`config.mk`:
```
export PLATFORM = sky130hd
export DESIGN_NAME = pc_fetch
export DESIGN_NICKNAME = d
export VERILOG_FILES = /design/src/rtl/pc_fetch.sv
export SDC_FILE = /design/constraint.sdc
export NUM_CORES = 1
export LEC_CHECK = 0
export CAP_MARGIN = 20
export CELL_PAD_IN_SITES_DETAIL_PLACEMENT = 0
export CELL_PAD_IN_SITES_GLOBAL_PLACEMENT = 1
export CORE_MARGIN = 8
export CORE_UTILIZATION = 30
export CTS_CLUSTER_SIZE = 8
export DETAILED_ROUTE_END_ITERATION = 16
export PLACE_DENSITY = 0.72
export SETUP_SLACK_MARGIN = 0.5
export SLEW_MARGIN = 10
export SYNTH_ARGS = -nofsm -noshare
export SYNTH_HDL_FRONTEND = slang
export SYNTH_SLANG_ARGS = --single-unit
```
`constraint.sdc`:
```
create_clock -name clk -period 3.1 [get_ports clk]
set_input_delay 0.465 -clock clk [delete_from_list [all_inputs] [get_ports clk]]
set_output_delay 0.465 -clock clk [all_outputs]
set_load 0.02 [all_outputs]
```
`src/rtl/pc_fetch.sv`:
```
// rtl/pc_fetch.sv - program counter, fetch register and return-address stack
module pc_fetch #(
    parameter int PC_W      = 8,
    parameter int INSTR_W   = 8,
    parameter int RESET_PC  = 0,
    parameter int RAS_DEPTH = 4
) (
    input  logic               clk,
    input  logic               rst_n,
    input  logic               start,
    input  logic [PC_W-1:0]    start_pc,
    input  logic               hlt,
    input  logic               stall,
    input  logic               jmp,
    input  logic               call,
    input  logic               ret,
    input  logic [PC_W-1:0]    jmp_addr,
    input  logic               br,
    input  logic [PC_W-1:0]    br_off,
    output logic [PC_W-1:0]    imem_addr,
    input  logic [INSTR_W-1:0] imem_data,
    output logic [INSTR_W-1:0] instr,
    output logic [PC_W-1:0]    instr_pc,
    output logic               instr_valid,
    output logic               running,
    output logic               halted,
    output logic               ras_err
);

    localparam int RAS_AW = (RAS_DEPTH > 1) ? $clog2(RAS_DEPTH) : 1;
    localparam int CNT_W  = $clog2(RAS_DEPTH + 1);
    localparam logic [PC_W-1:0]   L_RESET_PC = PC_W'(RESET_PC);
    localparam logic [RAS_AW-1:0] L_RAS_LAST = RAS_AW'(RAS_DEPTH - 1);
    localparam logic [CNT_W-1:0]  L_RAS_FULL = CNT_W'(RAS_DEPTH);

    typedef enum logic [1:0] {
        ST_IDLE = 2'd0,
        ST_RUN  = 2'd1,
        ST_HALT = 2'd2
    } state_t;

    state_t             r_state;
    state_t             w_state_nxt;
    logic [PC_W-1:0]    r_pc;
    logic [PC_W-1:0]    w_pc_nxt;
    logic [INSTR_W-1:0] r_instr;
    logic [INSTR_W-1:0] w_instr_nxt;
    logic [PC_W-1:0]    r_instr_pc;
    logic [PC_W-1:0]    w_instr_pc_nxt;
    logic               r_valid;
    logic               w_valid_nxt;
    logic               r_ras_err;
    logic               w_err_set;

    logic [PC_W-1:0]    r_ras [RAS_DEPTH];
    logic [RAS_AW-1:0]  r_sp;
    logic [CNT_W-1:0]   r_cnt;
    logic               w_push;
    logic               w_pop;
    logic [RAS_AW-1:0]  w_top_idx;
    logic [RAS_AW-1:0]  w_sp_inc;
    logic               w_ras_full;
    logic               w_ras_empty;
    logic [PC_W-1:0]    w_pc_inc;

    assign w_pc_inc    = r_pc + PC_W'(1);
    // r_sp is the next push slot; the newest entry sits just below it, circularly
    assign w_top_idx   = (r_sp == '0) ? L_RAS_LAST : r_sp - RAS_AW'(1);
    assign w_sp_inc    = (r_sp == L_RAS_LAST) ? '0 : r_sp + RAS_AW'(1);
    assign w_ras_full  = (r_cnt == L_RAS_FULL);
    assign w_ras_empty = (r_cnt == '0);

    always_comb begin
        w_state_nxt    = r_state;
        w_pc_nxt       = r_pc;
        w_instr_nxt    = r_instr;
        w_instr_pc_nxt = r_instr_pc;
        w_valid_nxt    = 1'b0;
        w_push         = 1'b0;
        w_pop          = 1'b0;
        w_err_set      = 1'b0;
        case (r_state)
            ST_IDLE, ST_HALT: begin
                if (start) begin
                    w_state_nxt = ST_RUN;
                    w_pc_nxt    = start_pc;
                end
            end
            ST_RUN: begin
                if (hlt) begin
                    w_state_nxt = ST_HALT;
                end else if (stall) begin
                    w_pc_nxt = r_pc;
                end else if (ret) begin
                    if (w_ras_empty) begin
                        w_pc_nxt  = w_pc_inc;
                        w_err_set = 1'b1;
                    end else begin
                        w_pc_nxt = r_ras[w_top_idx];
                        w_pop    = 1'b1;
                    end
                end else if (call) begin
                    w_push    = 1'b1;
                    w_err_set = w_ras_full;
                    w_pc_nxt  = jmp_addr;
                end else if (jmp) begin
                    w_pc_nxt = jmp_addr;
                end else if (br) begin
                    w_pc_nxt = r_pc + br_off;
                end else begin
                    w_instr_nxt    = imem_data;
                    w_instr_pc_nxt = r_pc;
                    w_valid_nxt    = 1'b1;
                    w_pc_nxt       = w_pc_inc;
                end
            end
            default: w_state_nxt = ST_IDLE;
        endcase
    end

    always_ff @(posedge clk or negedge rst_n) begin
        if (!rst_n) begin
            r_state    <= ST_IDLE;
            r_pc       <= L_RESET_PC;
            r_instr    <= '0;
            r_instr_pc <= '0;
            r_valid    <= 1'b0;
            r_ras_err  <= 1'b0;
        end else begin
            r_state    <= w_state_nxt;
            r_pc       <= w_pc_nxt;
            r_instr    <= w_instr_nxt;
            r_instr_pc <= w_instr_pc_nxt;
            r_valid    <= w_valid_nxt;
            r_ras_err  <= r_ras_err | w_err_set;
        end
    end

    // When full, a push overwrites the oldest entry and the count saturates
    always_ff @(posedge clk or negedge rst_n) begin
        if (!rst_n) begin
            r_sp  <= '0;
            r_cnt <= '0;
            for (int i = 0; i < RAS_DEPTH; i++) begin
                r_ras[i] <= '0;
            end
        end else if (w_push) begin
            r_ras[r_sp] <= w_pc_inc;
            r_sp        <= w_sp_inc;
            if (!w_ras_full) begin
                r_cnt <= r_cnt + CNT_W'(1);
            end
        end else if (w_pop) begin
            r_sp  <= w_top_idx;
            r_cnt <= r_cnt - CNT_W'(1);
        end
    end

    assign imem_addr   = r_pc;
    assign instr       = r_instr;
    assign instr_pc    = r_instr_pc;
    assign instr_valid = r_valid;
    assign running     = (r_state == ST_RUN);
    assign halted      = (r_state == ST_HALT);
    assign ras_err     = r_ras_err;

endmodule
```
Figure 1. Signal metal coverage by tile (run 1).
Scale: 3 px per um. The die is cut into 25 by 25 equal tiles; dark purple is low, yellow is high, scaled to the fullest tile. Values are wire area over tile area, all layers added.
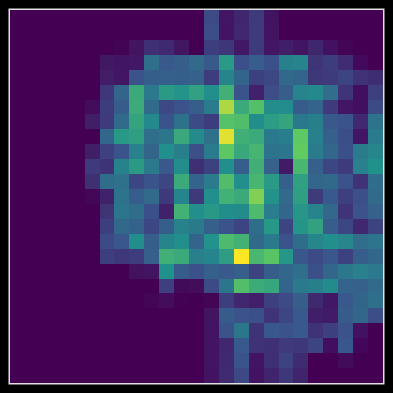
emptiest ninth of the die: south-west
tiles over half the peak: 9.8%
mean over tiles: 0.094

Figure 2. Cell sizes after repair (run 1).
Scale: 2 px per um.
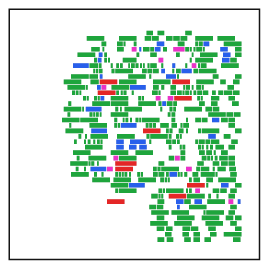
| colour | size | cells | share |
|---|---|---|---|
| green | x1 and smaller | 362 | 86% |
| blue | x2 | 37 | 8.8% |
| magenta | x3 and x4 | 13 | 3.1% |
| red | x6 and larger | 10 | 2.4% |

Figure 3. Zoomed window (run 1).
Window x 37 to 87, y 62 to 112 um. Cells in grey, sequential cells in the stronger grey; small squares are vias.
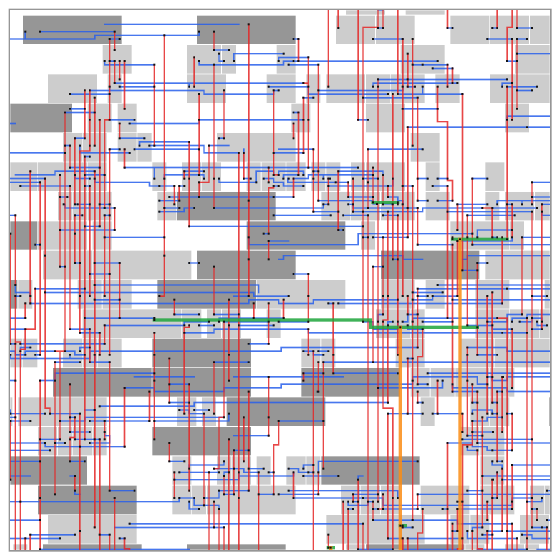
| colour | layer |
|---|---|
| orange | M4 |
| green | M3 |
| blue | M1 |
| red | M2 |
most frequent: nand2_1 (19), dfrtp_1 (17), o21ai_0 (16)
sequential cells in the window: 17
cells with their middle in the window: 145
netlist names of flops here include: `r_ras` (11), `r_cnt` (3), `r_sp` (2)

==> impl_metrics.env, run 1 <==
# source this file to load flow results
export IMPL_routedWlPerCell_um=16.6
export IMPL_cts_root_buf="clkbuf_16"
export IMPL_clock_buffers=9
export IMPL_async_flop_share=1.00
export IMPL_ff2ff_setup_slack_ps=660
export IMPL_core_region_area_um2=11400
export IMPL_dieArea_um2=15500
export IMPL_regArea_um2=1630
export IMPL_slew_headroom=0.444
export IMPL_area_combinational_um2=1770
export IMPL_dominant_cells="logic gates"
export IMPL_syn_avg_cell_area_um2=10.2
export IMPL_totalWireLength_um=9370
export IMPL_p_sw_frac=0.369
export IMPL_ir_worst_vdd_mv=0.345
export IMPL_use_met3=0.0336
export IMPL_startpoint="r_sp[0]$_DFFE_PN0P_"
export IMPL_pre_cts_slack_ps=367
export IMPL_clock_sinks=65
export IMPL_seq_share=0.349
export IMPL_syn_to_final_growth_pct=32.5
export IMPL_grtUsageMet1=0.158
export IMPL_p_switching_mw=1.44
export IMPL_grt_usage=0.126
export IMPL_comb_share=0.378
export IMPL_io_pins=69
export IMPL_status="complete, no violations"
export IMPL_simple_gate_share=0.133
export IMPL_routabilityCongestion=0.806
export IMPL_powerClk_mw=1.00
export IMPL_p_per_area_nw_per_um2=839
export IMPL_drt_pass1_iterations=5
export IMPL_pg_comb_mw=1.57
export IMPL_area_leaders="dfrtp_1 (46%), mux4_2 (5.1%), nand2_1 (4.6%), o21ai_0 (4.5%), mux2_2 (4.5%)"
export IMPL_reg2reg_depth=9
export IMPL_antenna_cells=0
export IMPL_drive_above_1_share=0.142
export IMPL_seqPwrFrac=0.344
export IMPL_reg2reg_from="r_sp[0]$_DFFE_PN0P_"
export IMPL_dpl_cell_area_um2=4370
export IMPL_netlist_area_um2=3520
export IMPL_drv_slew=0
export IMPL_critPathCapture="imem_addr[6]$_DFFE_PN0P_"
export IMPL_dr_first_iter_drc_count=197
export IMPL_cts_setup_buffers=0
export IMPL_fin_ws_ps=661
export IMPL_startpoint_type="register"
export IMPL_clockNetworkAreaShare=0.0635
export IMPL_cp_arrival_ps=2650
export IMPL_worst_pin_slew_ps=833
export IMPL_fp_dieH_um=124
export IMPL_largest_reg_flops=32
export IMPL_layout_top_cell="clkdlybuf4s50_1"
export IMPL_seq_power_mw=1.35
export IMPL_synth_most_common_cell="dfrtp_1"
export IMPL_rsz0062_at_grt="false"
export IMPL_p_int_mw=2.47
export IMPL_combPwrFrac=0.400
export IMPL_cp_max_fo=8
export IMPL_wl_met3_um=382
export IMPL_cts_resized=0
export IMPL_syn_num_nets=399
## Run 2: what changed since run 1
--- a/config.mk
+++ b/config.mk
@@ -12,7 +12,7 @@
 export CORE_UTILIZATION = 30
 export CTS_CLUSTER_SIZE = 8
 export DETAILED_ROUTE_END_ITERATION = 16
-export PLACE_DENSITY = 0.72
+export PLACE_DENSITY = 0.74
 export SETUP_SLACK_MARGIN = 0.5
 export SLEW_MARGIN = 10
 export SYNTH_ARGS = -nofsm -noshare
==> constraint.sdc (replaced) <==
create_clock -name clk -period 2.22 [get_ports clk]
set_input_delay 0.333 -clock clk [delete_from_list [all_inputs] [get_ports clk]]
set_output_delay 0.333 -clock clk [all_outputs]
set_load 0.02 [all_outputs]
Figure 4. Signal metal coverage by tile (run 2).
Scale: 3 px per um. The die is cut into 25 by 25 equal tiles; dark purple is low, yellow is high, scaled to the fullest tile. Values are wire area over tile area, all layers added.
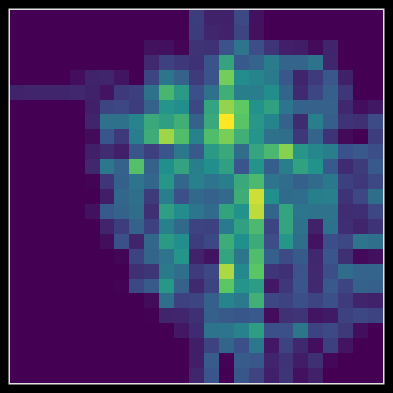
densest ninth of the die: centre
emptiest ninth of the die: south-west
fullest tile: 0.54
nearly empty tiles: 37%
tiles over half the peak: 10%
mean over tiles: 0.10

==> run 2 against run 1 <==
- utilization is 3.4 points higher
- synthesized area stayed put
- first-iteration DRC count is 4.6% lower
- combinational power is 71% higher
- global-route usage is 0.38 points higher
- synthesized cell count stayed put
- critical path type unchanged
- largest cell class unchanged
==> impl_metrics.env, run 2 <==
# source this file to load flow results
export IMPL_grt_pass1_wl_um=16400
export IMPL_cts_root_buf="clkbuf_16"
export IMPL_comb_share=0.374
export IMPL_synth_flops=65
export IMPL_io_pins=69
export IMPL_dominant_cells="logic gates"
export IMPL_wl_met1_um=4280
export IMPL_syn_avg_cell_area_um2=10.2
export IMPL_grt_usage=0.130
export IMPL_area_combinational_um2=1890
export IMPL_power_leakage_nw=2.26
export IMPL_drive_above_1_share=0.264
export IMPL_startpoint="r_sp[1]$_DFFE_PN0P_"
export IMPL_clockNetworkAreaShare=0.0587
export IMPL_cp_arrival_ps=2330
export IMPL_fp_util=0.308
export IMPL_top_layer_used="met4"
export IMPL_dpl_cell_area_um2=4590
export IMPL_drv_slew=0
export IMPL_n_tap_cell=143
export IMPL_fin_hold_ws_ps=6.92
export IMPL_fin_crit_ps=2120
export IMPL_cp_max_fo=5
export IMPL_powerClk_mw=1.44
export IMPL_reg2reg_from="r_sp[1]$_DFFE_PN0P_"
export IMPL_fin_ws_ps=99.7
export IMPL_ir_worst_vdd_mv=0.401
export IMPL_seqPwrFrac=0.313
export IMPL_ff2ff_setup_slack_ps=100
export IMPL_async_flop_share=1.00
export IMPL_layout_top_cell="dfrtp_1"
export IMPL_area_leaders="dfrtp_1 (46%), mux4_2 (5.1%), nand2_1 (4.6%), o21ai_0 (4.5%), mux2_2 (4.5%)"
export IMPL_routedWlPerCell_um=17.0
export IMPL_drt_pass1_iterations=5
export IMPL_p_per_area_nw_per_um2=1190
export IMPL_cts_hold_buf=0
export IMPL_fin_util=0.443
export IMPL_seq_power_mw=1.87
export IMPL_regArea_um2=1630
export IMPL_grtUsageMet1=0.149
export IMPL_antenna_cells=0
export IMPL_dieArea_um2=15500
export IMPL_combPwrFrac=0.447
export IMPL_pg_comb_mw=2.68
export IMPL_wl_met3_um=482
export IMPL_synth_most_common_cell="dfrtp_1"
export IMPL_seq_share=0.323
export IMPL_grt_start_max_net_pins=66
export IMPL_slew_headroom=0.672
export IMPL_startpoint_type="register"
export IMPL_rsz0062_at_grt="true"
export IMPL_clock_buffers=12
export IMPL_reg2reg_depth=9
export IMPL_top_power_group="combinational cells"
export IMPL_cts_setup_buffers=7
export IMPL_largest_reg_flops=32
export IMPL_routabilityCongestion=0.789
export IMPL_design_area_um2=5050
export IMPL_largest_register="r_ras"
export IMPL_xor_share=0.0298
export IMPL_core_region_area_um2=11400
export IMPL_edf_count=0
export IMPL_pre_cts_slack_ps=-281
export IMPL_hold_viol=0
export IMPL_totalWireLength_um=10100
export IMPL_p_int_mw=3.83
export IMPL_use_met3=0.0362
export IMPL_cts_resized=33
export IMPL_max_freq_mhz=472
export IMPL_fp_dieH_um=124
export IMPL_critPathCapture="imem_addr[7]$_DFFE_PN0P_"
export IMPL_p_sw_frac=0.360
export IMPL_antenna_found_initial=0
export IMPL_worst_pin_slew_ps=489
export IMPL_simple_gate_share=0.133
export IMPL_syn_to_final_growth_pct=43.5
export IMPL_p_switching_mw=2.16
export IMPL_netlist_area_um2=3520
export IMPL_status="complete, no violations"
export IMPL_comb_cells=249
export IMPL_dr_first_iter_drc_count=188
export IMPL_syn_num_nets=399
No activity file was given, so power comes from the tool's default toggle rates.
